**config.mk**
```make
export PLATFORM = sky130hd
export DESIGN_NAME = keypad_scanner
export DESIGN_NICKNAME = d
export VERILOG_FILES = /design/src/rtl/keypad_pkg.sv /design/src/rtl/keypad_row_seq.sv /design/src/rtl/keypad_scanner.sv
export SDC_FILE = /design/constraint.sdc
export NUM_CORES = 1
export LEC_CHECK = 0
export CAP_MARGIN = 10
export CORE_ASPECT_RATIO = 0.8
export CORE_MARGIN = 5
export CORE_UTILIZATION = 60
export CTS_CLUSTER_DIAMETER = 50
export DETAILED_ROUTE_END_ITERATION = 10
export PLACE_DENSITY = 0.89
export SLEW_MARGIN = 25
export SYNTH_ARGS = -nofsm -noshare
export SYNTH_HDL_FRONTEND = slang
export SYNTH_SLANG_ARGS = --single-unit
export TNS_END_PERCENT = 5
```
**constraint.sdc**
```tcl
create_clock -name clk -period 32.1 [get_ports clk]
set_input_delay 6.42 -clock clk [delete_from_list [all_inputs] [get_ports clk]]
set_output_delay 6.42 -clock clk [all_outputs]
set_load 0.05 [all_outputs]
```
**src/rtl/keypad_pkg.sv**
```systemverilog
// Shared constants, frame-class type and the frame classifier for the keypad scanner.
package keypad_pkg;

  localparam int NUM_ROWS = 4;
  localparam int NUM_COLS = 4;
  localparam int KEY_W    = 4;
  localparam int NUM_KEYS = NUM_ROWS * NUM_COLS;

  typedef enum logic [1:0] {
    CLS_NONE  = 2'd0,
    CLS_KEY   = 2'd1,
    CLS_MULTI = 2'd2
  } frame_cls_t;

  typedef enum logic {
    SEQ_ROW  = 1'b0,
    SEQ_EVAL = 1'b1
  } seq_state_t;

  // Class plus key code; code is zero for NONE and MULTI so whole-struct
  // equality is the "same frame" test used by the debouncer.
  typedef struct packed {
    frame_cls_t       cls;
    logic [KEY_W-1:0] code;
  } frame_t;

  // hits[r*NUM_COLS + c] set when key (r,c) is pressed; bit index equals {r,c}.
  function automatic frame_t classify(input logic [NUM_KEYS-1:0] hits);
    frame_t f;
    int     n;
    f.cls  = CLS_NONE;
    f.code = '0;
    n      = 0;
    for (int i = 0; i < NUM_KEYS; i++) begin
      if (hits[i]) begin
        n      = n + 1;
        f.code = KEY_W'(i);
      end
    end
    if (n == 1) begin
      f.cls = CLS_KEY;
    end else if (n > 1) begin
      f.cls  = CLS_MULTI;
      f.code = '0;
    end
    return f;
  endfunction

endpackage

```
**src/rtl/keypad_row_seq.sv**
```systemverilog
// Row sequencer: drives one row at a time, captures the columns at the end of
// each row slot and presents the classified frame during the one-cycle EVAL state.
module keypad_row_seq
  import keypad_pkg::*;
#(
  parameter int SCAN_DIV = 1000
) (
  input  logic                clk,
  input  logic                rst,
  input  logic [NUM_COLS-1:0] col_sync_n,
  output logic [NUM_ROWS-1:0] row_drv,
  output seq_state_t          seq_state,
  output frame_t              frame
);

  localparam int CNT_W = $clog2(SCAN_DIV);
  localparam int ROW_W = $clog2(NUM_ROWS);

  logic                running;
  logic [ROW_W-1:0]    row;
  logic [CNT_W-1:0]    cnt;
  logic [NUM_KEYS-1:0] hits;
  logic [NUM_KEYS-1:0] hits_now;
  logic                sample;

  // Current row's pressed columns merged into the frame captured so far.
  always_comb begin
    hits_now = hits;
    hits_now[{row, 2'b00} +: NUM_COLS] = ~col_sync_n;
    sample = running && (seq_state == SEQ_ROW) && (cnt == CNT_W'(SCAN_DIV - 1));
  end

  // Sequencer FSM: the first cycle out of reset arms row 0, so row_drv is
  // zero throughout reset and row 0 is driven from the next cycle on.
  always_ff @(posedge clk) begin
    if (rst) begin
      running   <= 1'b0;
      seq_state <= SEQ_ROW;
      row       <= '0;
      cnt       <= '0;
      row_drv   <= '0;
      hits      <= '0;
      frame     <= '0;
    end else if (!running) begin
      running <= 1'b1;
      row_drv <= NUM_ROWS'(1);
    end else if (seq_state == SEQ_EVAL) begin
      seq_state <= SEQ_ROW;
      row       <= '0;
      cnt       <= '0;
      row_drv   <= NUM_ROWS'(1);
    end else if (sample) begin
      hits <= hits_now;
      if (row == ROW_W'(NUM_ROWS - 1)) begin
        seq_state <= SEQ_EVAL;
        row_drv   <= '0;
        frame     <= classify(hits_now);
      end else begin
        row     <= row + 1'b1;
        cnt     <= '0;
        row_drv <= row_drv << 1;
      end
    end else begin
      cnt <= cnt + 1'b1;
    end
  end

endmodule

```
**src/rtl/keypad_scanner.sv**
```systemverilog
// 4x4 keypad scanner: synchronizes columns, debounces whole frames and hands
// one key code per stable press to the consumer.
//
// Handshake: key_code is presented while key_valid is high and is transferred
// on every rising clk edge where key_valid && key_ready; key_valid then drops
// unless a new key is loaded on that same edge. key_code never changes while
// key_valid is high and the key has not been taken.
module keypad_scanner
  import keypad_pkg::*;
#(
  parameter int SCAN_DIV = 1000,
  parameter int DEBOUNCE = 8
) (
  input  logic                clk,
  input  logic                rst,
  output logic [NUM_ROWS-1:0] row_drv,
  input  logic [NUM_COLS-1:0] col_n,
  output logic [KEY_W-1:0]    key_code,
  output logic                key_valid,
  input  logic                key_ready,
  output logic                key_down,
  output logic                overflow
);

  localparam int                STAB_W   = $clog2(DEBOUNCE + 1);
  localparam logic [STAB_W-1:0] STAB_MAX = STAB_W'(DEBOUNCE);

  logic [NUM_COLS-1:0] col_meta;
  logic [NUM_COLS-1:0] col_sync_n;
  seq_state_t          seq_state;
  frame_t              frame;
  frame_t              cand;
  logic [STAB_W-1:0]   stab_cnt;
  logic [STAB_W-1:0]   stab_next;
  logic                frame_evt;
  logic                same;
  logic                fire;
  logic                emit;
  logic                take;

  keypad_row_seq #(
    .SCAN_DIV (SCAN_DIV)
  ) u_row_seq (
    .clk        (clk),
    .rst        (rst),
    .col_sync_n (col_sync_n),
    .row_drv    (row_drv),
    .seq_state  (seq_state),
    .frame      (frame)
  );

  // Two-flop column synchronizer; the zeroed value after reset is flushed
  // long before the first sample point of row 0.
  always_ff @(posedge clk) begin
    if (rst) begin
      col_meta   <= '0;
      col_sync_n <= '0;
    end else begin
      col_meta   <= col_n;
      col_sync_n <= col_meta;
    end
  end

  // Debounce decision for the frame on offer; fires only on the edge where
  // the stability count first reaches DEBOUNCE.
  always_comb begin
    frame_evt = (seq_state == SEQ_EVAL);
    same      = (frame == cand);
    if (!same) begin
      stab_next = STAB_W'(1);
    end else if (stab_cnt == STAB_MAX) begin
      stab_next = stab_cnt;
    end else begin
      stab_next = stab_cnt + 1'b1;
    end
    fire = frame_evt && (stab_next == STAB_MAX) && !(same && (stab_cnt == STAB_MAX));
    emit = fire && (frame.cls == CLS_KEY) && !key_down;
    take = key_valid && key_ready;
  end

  // Candidate tracking and the debounced key_down level.
  always_ff @(posedge clk) begin
    if (rst) begin
      cand     <= '0;
      stab_cnt <= '0;
      key_down <= 1'b0;
    end else if (frame_evt) begin
      cand     <= frame;
      stab_cnt <= stab_next;
      if (fire && (frame.cls == CLS_KEY)) begin
        key_down <= 1'b1;
      end else if (fire && (frame.cls == CLS_NONE)) begin
        key_down <= 1'b0;
      end
    end
  end

  // One-entry holding register; a key arriving while it is full is dropped.
  always_ff @(posedge clk) begin
    if (rst) begin
      key_code  <= '0;
      key_valid <= 1'b0;
      overflow  <= 1'b0;
    end else if (emit) begin
      if (!key_valid || take) begin
        key_code  <= frame.code;
        key_valid <= 1'b1;
      end else begin
        overflow <= 1'b1;
      end
    end else if (take) begin
      key_valid <= 1'b0;
    end
  end

endmodule

```
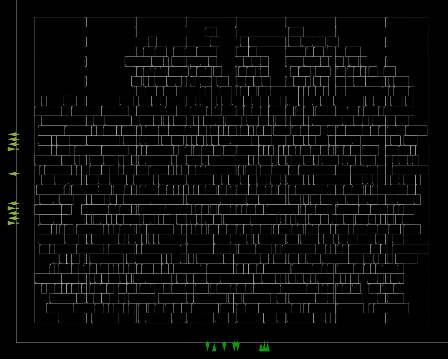
*Cell placement*
sequential share of cell area: 0.2105
number of fill cells in the layout: 699
Tapcell Cnt: 115
standard-cell rows: 31

==> reports/metrics.yaml <==
run_status:
  run_status: "completed"
layout:
  multiInputGateArea_um2: 4182
  utilization: 0.6754
  comb_cells: 597
  num-nonclk-buffers: 19
  nNonClkInverters: 24
  finalNonFillerCells: 836
  area.sequential_um2: 1301
  layout_top_cell_excl_fill_tap: "sky130_fd_sc_hd__nor2_1"
drt:
  post_route_drc: 0
  met3_length_um: 1078
  avgViaCountPerCell: 6.476
global_route:
  met2_usage: 0.4118
  grt_start_max_net_pins: 62
  globalRoute.busiestLayer: "met2"
final_timing:
  timing.slew.headroom: 0.3918
  maxSlewViolCount: 0
  setup_violations: 0
  fin_setup_tns_ns: 0
critical_path:
  cp-end-kind: "flop"
  worst-endpoint-required_ns: 32.28
  startpoint_type_of_the_worst_setup_path: "flop"
  worstReg2RegEnd: "u_row_seq.frame[5]"
  timing.reg2reg.worst_path_depth: 60
  cpMaxStageDelayCell: "sky130_fd_sc_hd__dfxtp_1"
power:
  power_density_nw_per_um2: 33.53
  sequentialPower_w: 0.0000823
  p_sw_w: 0.00005723
  cellInternalPower_w: 0.0001501
logic_synthesis:
  synthSimpleGateAreaFrac: 0.2936
  synth.most_common_cell: "sky130_fd_sc_hd__nor2_1"
  share_of_synthesized_registers_carrying_an_async_set_or_reset: 0
  synth-area-yosys_um2: 5693
  edf_count: 0
hold_path:
  worstHoldStart: "col_meta[1]"
  hold-path-cell-count: 1
place:
  placedInstanceArea_um2: 5897
  gp_congestion: 0.9284
clock_network:
  post-cts-setup-buffers: 0
  cts_repair_resize_count: 0
  cts_hold_buffers: 0
flow_run:
  drv.max_cap_violation_count: 0
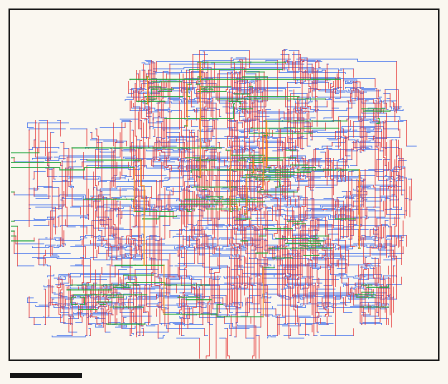
*Signal wires by layer*
Bar = 20 um.
orange -> M4  # wire length 202 um
green -> M3  # wire length 1,080 um
blue -> M1  # wire length 6,230 um
red -> M2  # wire length 6,870 um
total via count in the routed design: 5,414
wire length reported by the detailed router: 14,380 um
detail-routed net length per standard cell: 17.20 um
global router's overall resource usage: 0.2380

worst max-delay path: cells and delay by family (launching register included):
kind | cells | cell delay [ns]
adder cells (fa/ha/maj) | 14 | 4.59
AND-OR/OR-AND | 18 | 3.31
AND/OR/NAND/NOR | 18 | 2.52
flip-flops | 1 | 0.66
multiplexers | 3 | 0.43
XOR/XNOR | 2 | 0.78
buffers and inverters | 5 | 0.55
flip-flops by register name, summed over array words and instances (netlist names):
register	flops
u_row_seq.row_drv	4
u_row_seq.seq_state	1
cand	6
u_row_seq.row	2
u_row_seq.running	1
overflow	1
key_down	1
key_valid	1
stab_cnt	4
u_row_seq.cnt	10
key_code	4
col_sync_n	4
col_meta	4
u_row_seq.hits	16
u_row_seq.frame	6
Power and IR drop assume default switching activity.
